$ cat src/rtl/arbitro_rr_nxm.sv
// -----------------------------------------------------------------------------
// arbitro_rr_nxm
//
// Routes words from N_IN first-word-fall-through input FIFOs to N_OUT output
// FIFOs. The destination of each word is taken from its top DEST_W bits.
// At most one input is granted per cycle. The grant is either fixed priority
// (lowest index wins) or round-robin starting at rr_ptr. An input is skipped
// while the output FIFO its head word targets reports almost_full, so a
// blocked destination does not stall traffic to the other destinations.
//
// Ports
//   clk               rising-edge clock
//   reset             synchronous, active-high
//   enable            0 = issue no new grants; state is held
//   data_in_arb       head words of the input FIFOs, word i at [i*WORD_SIZE +: WORD_SIZE]
//   fifo_empty        per-input empty flags
//   fifos_almost_full per-output almost-full flags
//   pop               combinational one-hot pop, asserted in the grant cycle
//   data_out_arb      registered granted word
//   push              registered one-hot push to the destination FIFO
//   grant_idx         registered index of the input behind the current push
// -----------------------------------------------------------------------------
module arbitro_rr_nxm #(
    parameter int WORD_SIZE = 12,
    parameter int N_IN      = 4,
    parameter int N_OUT     = 4,
    parameter int RR_MODE   = 1
) (
    input  logic                                         clk,
    input  logic                                         reset,
    input  logic                                         enable,
    input  logic [N_IN*WORD_SIZE-1:0]                    data_in_arb,
    input  logic [N_IN-1:0]                              fifo_empty,
    input  logic [N_OUT-1:0]                             fifos_almost_full,
    output logic [N_IN-1:0]                              pop,
    output logic [WORD_SIZE-1:0]                         data_out_arb,
    output logic [N_OUT-1:0]                             push,
    output logic [((N_IN > 1) ? $clog2(N_IN) : 1)-1:0]   grant_idx
);

    localparam int DEST_W = $clog2(N_OUT);
    localparam int IDX_W  = (N_IN > 1) ? $clog2(N_IN) : 1;

    logic [DEST_W-1:0]    dest_of [N_IN];
    logic [N_IN-1:0]      eligible;
    logic                 grant_valid;
    logic [IDX_W-1:0]     grant_sel;
    logic [WORD_SIZE-1:0] grant_word;
    logic [DEST_W-1:0]    grant_dest;
    logic [N_OUT-1:0]     grant_onehot;
    logic [IDX_W-1:0]     rr_next;
    logic [IDX_W-1:0]     rr_ptr;
    logic [N_OUT-1:0]     push_q;

    // Destination field of each head word.
    for (genvar i = 0; i < N_IN; i++) begin : g_dest
        assign dest_of[i] = data_in_arb[i*WORD_SIZE + WORD_SIZE-1 -: DEST_W];
    end

    // almost_full is sampled in the grant cycle itself; the egress threshold
    // leaves room for the one word that is still in the output register.
    always_comb begin
        // NOTE: every always_comb output gets a default before any branch or
        // loop so that no path leaves it unassigned and infers a latch.
        eligible = '0;
        for (int i = 0; i < N_IN; i++) begin
            eligible[i] = !fifo_empty[i] && !fifos_almost_full[dest_of[i]]
                          && enable && !reset;
        end
    end

    // Scan the inputs starting at rr_ptr (round-robin) or at 0 (fixed
    // priority); the first eligible candidate wins.
    always_comb begin
        int               cand;
        logic [IDX_W-1:0] cand_idx;
        grant_valid = 1'b0;
        grant_sel   = '0;
        cand        = 0;
        cand_idx    = '0;
        for (int k = 0; k < N_IN; k++) begin
            cand     = (RR_MODE != 0) ? ((int'(rr_ptr) + k) % N_IN) : k;
            cand_idx = IDX_W'(cand);
            if (!grant_valid && eligible[cand_idx]) begin
                grant_valid = 1'b1;
                grant_sel   = cand_idx;
            end
        end
    end

    assign grant_word   = data_in_arb[int'(grant_sel)*WORD_SIZE +: WORD_SIZE];
    assign grant_dest   = grant_word[WORD_SIZE-1 -: DEST_W];
    assign grant_onehot = N_OUT'(1) << grant_dest;
    assign rr_next      = IDX_W'((int'(grant_sel) + 1) % N_IN);

    // grant_valid already implies reset=0, so pop is low throughout reset.
    always_comb begin
        pop = '0;
        if (grant_valid) begin
            pop[grant_sel] = 1'b1;
        end
    end

    always_ff @(posedge clk) begin
        // NOTE: sequential state is written with non-blocking assignments so
        // every register samples the pre-edge values of its inputs.
        if (reset) begin
            // NOTE: only the control path needs a reset for correctness; the
            // data register is cleared as well so the bus reads 0 after reset.
            data_out_arb <= '0;
            push_q       <= '0;
            grant_idx    <= '0;
            rr_ptr       <= '0;
        end else begin
            push_q <= grant_valid ? grant_onehot : '0;
            if (grant_valid) begin
                data_out_arb <= grant_word;
                grant_idx    <= grant_sel;
                rr_ptr       <= rr_next;
            end
        end
    end

    // A reset raised while a word sits in the output register discards it:
    // the push is masked during the reset cycle rather than delivered.
    assign push = push_q & {N_OUT{~reset}};

endmodule
$ cat config.mk
export PLATFORM = sky130hd
export DESIGN_NAME = arbitro_rr_nxm
export DESIGN_NICKNAME = d
export VERILOG_FILES = /design/src/rtl/arbitro_rr_nxm.sv
export SDC_FILE = /design/constraint.sdc
export NUM_CORES = 1
export LEC_CHECK = 0
export ABC_AREA = 1
export CORE_UTILIZATION = 45
export DETAILED_ROUTE_END_ITERATION = 12
export HOLD_SLACK_MARGIN = 0.12
export PLACE_DENSITY_LB_ADDON = 0.25
export SYNTH_ARGS = -nofsm -noshare
export SYNTH_HDL_FRONTEND = slang
export SYNTH_SLANG_ARGS = --single-unit
$ cat constraint.sdc
create_clock -name clk -period 6.2 [get_ports clk]
set_input_delay 1.55 -clock clk [delete_from_list [all_inputs] [get_ports clk]]
set_output_delay 1.55 -clock clk [all_outputs]
set_load 0.005 [all_outputs]
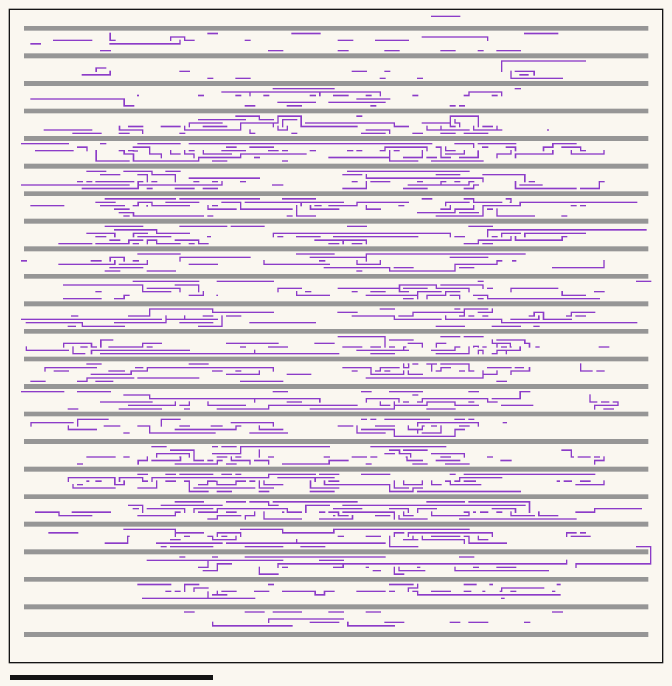
Fig. 1. Met1 routing (run 1).
The bar under the picture is 20 um long. Supply wires on this layer in grey.
main direction	horizontal
wire length on this layer	2180 um
share of all routed wire	44%
nets with wire on the layer	363

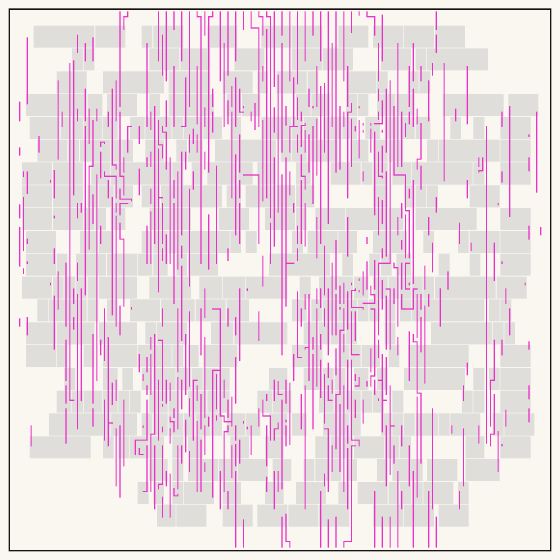
Fig. 2. Signal wires on met2 (run 1).
Cells faint in the background.
main direction	vertical
share of all routed wire	49%

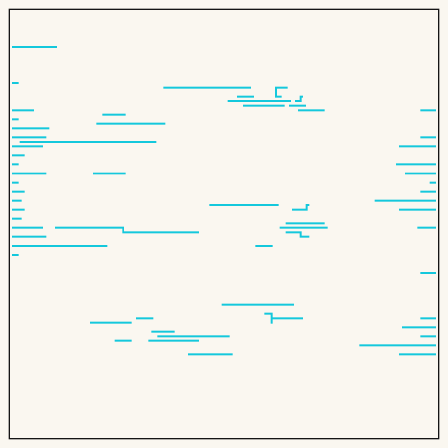
Fig. 3. The metal 3 layer (run 1).
main direction	horizontal
share of all routed wire	6.4%
longest straight run	20.2 um
nets with wire on the layer	55
wire length on this layer	319 um
GRT met3 Usage: 4.46%
total detailed-routing wirelength: 4990 um
Vias: 2170

==> impl_metrics.tcl, run 1 <==
# yosys + openroad results
set metrics [dict create \
    setup.worst_path.class "input pin to primary output" \
    postPlaceCellArea_um2 2540 \
    max_freq_mhz 170 \
    ys.flops 20 \
    fp-utilization_pct 47.5 \
    multi_input_comb_cells 225 \
    place_congestion 0.840 \
    max_root_sink_buffers 2 \
    r2r_cells 11 \
    ratio_of_final_minimum_period_to_clock_period_pct 94.9 \
    synthMuxAreaShare_pct 0 \
    post-cts-setup-buffers 0 \
    fin_area_um2 2600 \
    drt_pass1_iterations 5 \
    seq_share_pct 15.4 \
    ys_sh_xor_pct 0.500 \
    max_slew.worst_pin.slew_ps 664 \
    remaining_drc_errors 0 \
    yosys.cell_types.count 21 \
    setup-tns-final_ps 0 \
    cp.arrival_ps 4330 \
    timing.hold.ws_ps 446 \
    routed_wire_length_per_instance_um 12.2 \
    synthesis.yosys.warnings 0 \
    reg_top3 "data_out_arb x12, push_q x4" \
    yosys.area_share.aoi_pct 1.00 \
    comb-cell-share_pct 44.1 \
    grt_first_pass_wirelength_um 7850 \
    clockBufferCount 4 \
    ff2ff_setup_slack_ps 3540 \
    antenna_found_initial 0 \
    synth_area_per_cell_um2 6.10 \
    cts_tree "yes" \
    cts-hold-fix-buffers 0 \
    met2WireLength_um 2460 \
    timing.final.setup_violations 0 \
    mapped_nets 350 \
    gr-total-overflow 0 \
    layout.non_clock_buffers 84 \
    place.detailed.instances 405 \
    placementRows 22 \
    core_occupancy_in_the_finished_layout_pct 70.4 \
    crit_top_cell "sky130_fd_sc_hd__nand2_1" \
    most_common_cell "sky130_fd_sc_hd__nand2_1" \
    dieArea_um2 4140 \
    post-dp-hpwl_um 3690 \
    share_of_final_layout_cell_area_taken_by_clock_buffers_and_inverters_pct 2.12 \
    critical_path.max_fanout 18 \
    outcome "finished clean" \
    flip_flop_count_of_the_largest_register_after_layout 12 \
    ff_latch_area_um2 400 \
    final.min_clock_period_ps 5880 \
    openroad.warnings 29 \
    drt-met1-wl_um 2180 \
    mappedNetlistArea_um2 1750 \
    layout_top_cells "sky130_fd_sc_hd__nand2_1, sky130_fd_sc_hd__clkdlybuf4s50_1, sky130_fd_sc_hd__nand3_1, sky130_fd_sc_hd__nand4_1, sky130_fd_sc_hd__inv_1" \
    yosys-stat-area_um2 1750 \
    crit-reg2reg-capture "rr_ptr[0]" \
    hold_path.startpoint "grant_idx[0]" \
    worstHoldPathCells 2 \
    crit_slowest_cell "sky130_fd_sc_hd__clkdlybuf4s50_1" \
    crit_chain "clkdlybuf4s50_1 -> inv_1 -> nand2_1 -> nand3b_1 -> nand3_2 -> nand2_1 -> nand2_2 -> nand2_1 -> nand2_2 -> nand4_1 -> nand3_1 -> nand2_4 -> inv_2 -> ha_1 -> inv_1 -> nor2_1 -> clkdlybuf4s50_1" \
    post_cts_resize_count 0 \
    yosys.area_share.simple_pct 61.1 \
    die_w_um 64.4 \
    synthCells 287 \
    post-place-ws_ps 348 \
    syn_to_final_growth_pct 48.4 \
    vias_in_the_first_global_route 1783 \
    synth-edff-count 0 \
    post_layout_nonfiller_instances 409 \
    capture_endpoint_of_the_worst_hold_path "grant_idx[0]" \
    clock_insertion_delay_worst_skew_ps 260 \
    critPathCapture "pop[3]" \
    dr.max_layer_used "met4" \
    layer_with_the_highest_usage "met2" \
    inverters_excl_clock 28 \
    fp.dieH_um 64.4 \
    critPathBufInv 5 \
    n_fill_cell 334 \
    worst_ep_required_time_ps 4650 \
    fin_ws_ps 317 \
    grt.met2_usage_pct 41.4 \
    buffer_ports.inserted 80 \
    num_antenna_cells 0 \
    worst_setup_path_startpoint "data_in_arb[34]" \
    vias_per_cell 5.31 \
    skew_ps 5.36 \
    largest_register "data_out_arb" \
    synth-adder-area-share_pct 2.86 \
    post_route_ant_nets 0 \
    timing.critical_path.to_type "primary output" \
    worstSetupStartpointType "input pin" \
    async_flop_share_pct 0 \
    flop-count 20 \
    top_area_cell "sky130_fd_sc_hd__dfxtp_1" \
]
--- run 2 (diff from run 1) ---
- CTS_BUF_LIST: not set -> sky130_fd_sc_hd__clkbuf_8 sky130_fd_sc_hd__clkbuf_16
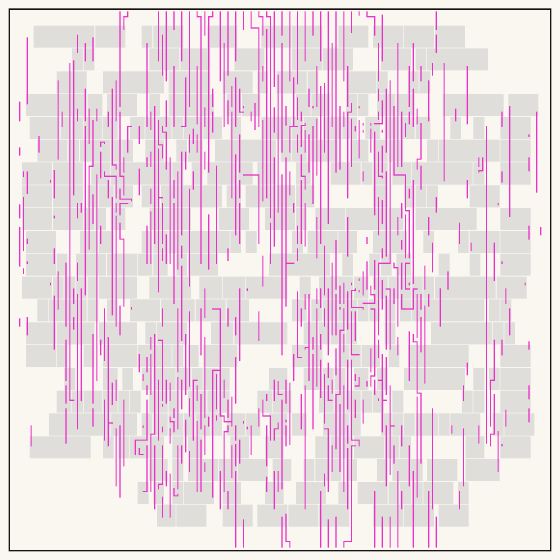
Fig. 4. Signal wires on met2 (run 2).
Cells faint in the background.
wire length on this layer	2460 um
share of all routed wire	49%
nets with wire on the layer	330
main direction	vertical
longest straight run	40.1 um
met2 usage in global routing: 41.4%

==> impl_metrics.tcl, run 2 <==
# yosys + openroad results
set metrics [dict create \
    layout.non_clock_buffers 84 \
    hold_path.startpoint "grant_idx[0]" \
    seq_share_pct 15.4 \
    capture_endpoint_of_the_worst_hold_path "grant_idx[0]" \
    worstSetupStartpointType "input pin" \
    dr.max_layer_used "met4" \
    post_layout_nonfiller_instances 409 \
    via_count 2170 \
    async_flop_share_pct 0 \
    vias_per_cell 5.31 \
    buffer_ports.inserted 80 \
    crit-reg2reg-capture "rr_ptr[0]" \
    ff2ff_setup_slack_ps 3540 \
    synth-adder-area-share_pct 2.86 \
    largest_register "data_out_arb" \
    antenna_found_initial 0 \
    max_freq_mhz 170 \
    routed_wire_length_per_instance_um 12.2 \
    clock_insertion_delay_worst_skew_ps 260 \
    layout_top_cells "sky130_fd_sc_hd__nand2_1, sky130_fd_sc_hd__clkdlybuf4s50_1, sky130_fd_sc_hd__nand3_1, sky130_fd_sc_hd__nand4_1, sky130_fd_sc_hd__inv_1" \
    worstHoldPathCells 2 \
    skew_ps 5.36 \
    met3_usage_pct 4.46 \
    post-place-ws_ps 348 \
    yosys.area_share.simple_pct 61.1 \
    critPathBufInv 5 \
    timing.hold.ws_ps 446 \
    multi_input_comb_cells 225 \
    mappedNetlistArea_um2 1750 \
    comb-cell-share_pct 44.1 \
    ratio_of_final_minimum_period_to_clock_period_pct 94.9 \
    max_slew.worst_pin.slew_ps 664 \
    yosys.cell_types.count 21 \
    grt_first_pass_wirelength_um 7850 \
    ys_sh_xor_pct 0.500 \
    share_of_final_layout_cell_area_taken_by_clock_buffers_and_inverters_pct 2.12 \
    inverters_excl_clock 28 \
    synthMuxAreaShare_pct 0 \
    crit_chain "clkdlybuf4s50_1 -> inv_1 -> nand2_1 -> nand3b_1 -> nand3_2 -> nand2_1 -> nand2_2 -> nand2_1 -> nand2_2 -> nand4_1 -> nand3_1 -> nand2_4 -> inv_2 -> ha_1 -> inv_1 -> nor2_1 -> clkdlybuf4s50_1" \
    mapped_nets 350 \
    io_pins 81 \
    ys.flops 20 \
    reg_top3 "data_out_arb x12, push_q x4" \
    synthesis.yosys.warnings 0 \
    remaining_drc_errors 0 \
    setup-tns-final_ps 0 \
    setup.worst_path.class "input pin to primary output" \
    clockBufferCount 4 \
    outcome "finished clean" \
    flop-count 20 \
    place.detailed.instances 405 \
    crit_top_cell "sky130_fd_sc_hd__nand2_1" \
    synthCells 287 \
    yosys.area_share.aoi_pct 1.00 \
    gr-total-overflow 0 \
    cts_tree "yes" \
    fin_area_um2 2600 \
    n_fill_cell 334 \
    drt-met1-wl_um 2180 \
    openroad.warnings 29 \
    placementRows 22 \
    post-dp-hpwl_um 3690 \
    critical_path.max_fanout 18 \
    flip_flop_count_of_the_largest_register_after_layout 12 \
    fin_ws_ps 317 \
    layer_with_the_highest_usage "met2" \
    num_antenna_cells 0 \
    max_root_sink_buffers 2 \
    post-synth-top-area-fraction_pct 22.9 \
    place_congestion 0.840 \
    drt_pass1_iterations 5 \
    timing.critical_path.to_type "primary output" \
    syn_to_final_growth_pct 48.4 \
    fp-utilization_pct 47.5 \
    core_occupancy_in_the_finished_layout_pct 70.4 \
    vias_in_the_first_global_route 1783 \
    postPlaceCellArea_um2 2540 \
    post_route_ant_nets 0 \
    timing.final.setup_violations 0 \
]
Fig. 5: run 2, congestion heat map
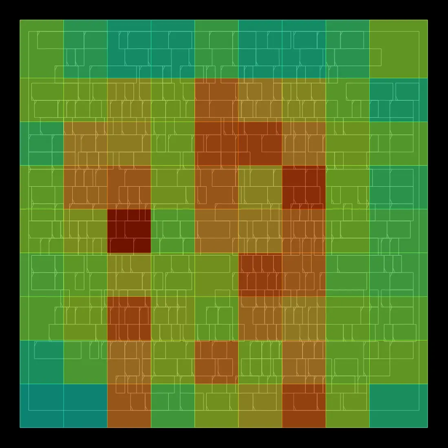

--- run 3 (diff from run 2) ---
--- a/config.mk
+++ b/config.mk
@@ -9,4 +9,5 @@
 export CORE_UTILIZATION = 45
 export CTS_BUF_LIST = sky130_fd_sc_hd__clkbuf_8 sky130_fd_sc_hd__clkbuf_16
+export CTS_CLUSTER_DIAMETER = 150
 export DETAILED_ROUTE_END_ITERATION = 12
 export HOLD_SLACK_MARGIN = 0.12
==> constraint.sdc (replaced) <==
create_clock -name clk -period 6.2 [get_ports clk]
set_input_delay 1.55 -clock clk [delete_from_list [all_inputs] [get_ports clk]]
set_output_delay 1.55 -clock clk [all_outputs]
set_load 0.02 [all_outputs]
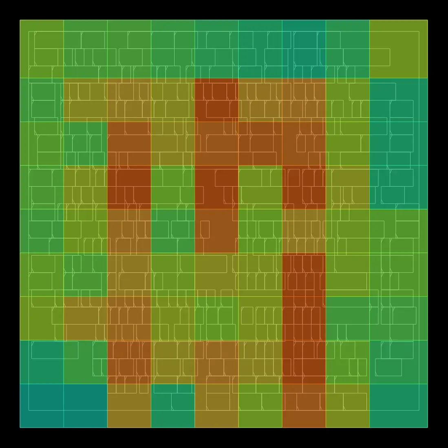
Fig. 6. Congestion heat map (run 3).
core occupancy in the finished layout: 70.9%
overall track demand over capacity in global routing: 23.2%

==> impl_metrics.tcl, run 3 <==
# yosys + openroad results
set metrics [dict create \
    inverters_excl_clock 28 \
    buffer_ports.inserted 80 \
    yosys_most_used_dff "sky130_fd_sc_hd__dfxtp_1" \
    routed_wire_length_per_instance_um 11.8 \
    drt_pass1_iterations 4 \
    postPlaceCellArea_um2 2540 \
    outcome "finished clean" \
    seq_share_pct 15.3 \
    dieArea_um2 4140 \
    dr.max_layer_used "met4" \
    fin_ws_ps 285 \
    capture_endpoint_of_the_worst_hold_path "grant_idx[0]" \
    synthCells 287 \
    synth-adder-area-share_pct 2.86 \
    n_fill_cell 336 \
    post-dp-hpwl_um 3650 \
    crit_top_cell "sky130_fd_sc_hd__nand2_1" \
    max_slew.worst_pin.slew_ps 648 \
    ys.flops 20 \
    antenna_found_initial 0 \
    remaining_drc_errors 0 \
    crit-reg2reg-capture "rr_ptr[0]" \
    hold_path.startpoint "grant_idx[0]" \
    layout_top_cells "sky130_fd_sc_hd__nand2_1, sky130_fd_sc_hd__clkdlybuf4s50_1, sky130_fd_sc_hd__nand3_1, sky130_fd_sc_hd__nand4_1, sky130_fd_sc_hd__inv_1" \
    clock_insertion_delay_worst_skew_ps 260 \
    place.detailed.instances 405 \
    gr-total-overflow 0 \
    timing.final.setup_violations 0 \
    io_pins 81 \
    flop-count 20 \
    ratio_of_final_minimum_period_to_clock_period_pct 95.4 \
    post-place-ws_ps 286 \
    mapped_nets 350 \
    cts_tree "yes" \
    via_count 2130 \
    worstSetupStartpointType "input pin" \
    grt_first_pass_wirelength_um 7640 \
    crit_chain "clkdlybuf4s50_1 -> inv_1 -> nand2_1 -> nand3_1 -> nand3_2 -> nand2_1 -> nand2_2 -> nand2_1 -> nand2_2 -> nand3b_1 -> nand3_1 -> nand2_4 -> inv_2 -> ha_1 -> inv_1 -> nor2_1 -> clkdlybuf4s50_1" \
    worstHoldPathCells 2 \
    vias_per_cell 5.21 \
    post-synth-top-area-fraction_pct 22.9 \
    yosys.area_share.aoi_pct 1.00 \
    drt-met1-wl_um 2160 \
    ys_sh_xor_pct 0.500 \
    place_congestion 0.894 \
    area_leaders "sky130_fd_sc_hd__dfxtp_1, sky130_fd_sc_hd__nand2_1, sky130_fd_sc_hd__nand3_1, sky130_fd_sc_hd__nand4_1, sky130_fd_sc_hd__inv_1" \
    fin_area_um2 2610 \
    placementRows 22 \
    multi_input_comb_cells 225 \
    timing.hold.ws_ps 447 \
    clockBufferCount 3 \
    setup-tns-final_ps 0 \
    vias_in_the_first_global_route 1703 \
    setup.worst_path.class "input pin to primary output" \
    layer_with_the_highest_usage "met2" \
    grt.met2_usage_pct 40.4 \
    share_of_final_layout_cell_area_taken_by_clock_buffers_and_inverters_pct 2.73 \
    skew_ps 6.20 \
    openroad.warnings 29 \
    largest_register "data_out_arb" \
    met3_usage_pct 4.82 \
    max_freq_mhz 169 \
    critical_path.max_fanout 18 \
    comb-cell-share_pct 43.8 \
    post_layout_nonfiller_instances 409 \
    async_flop_share_pct 0 \
    num_antenna_cells 0 \
    timing.critical_path.to_type "primary output" \
    critPathBufInv 5 \
]
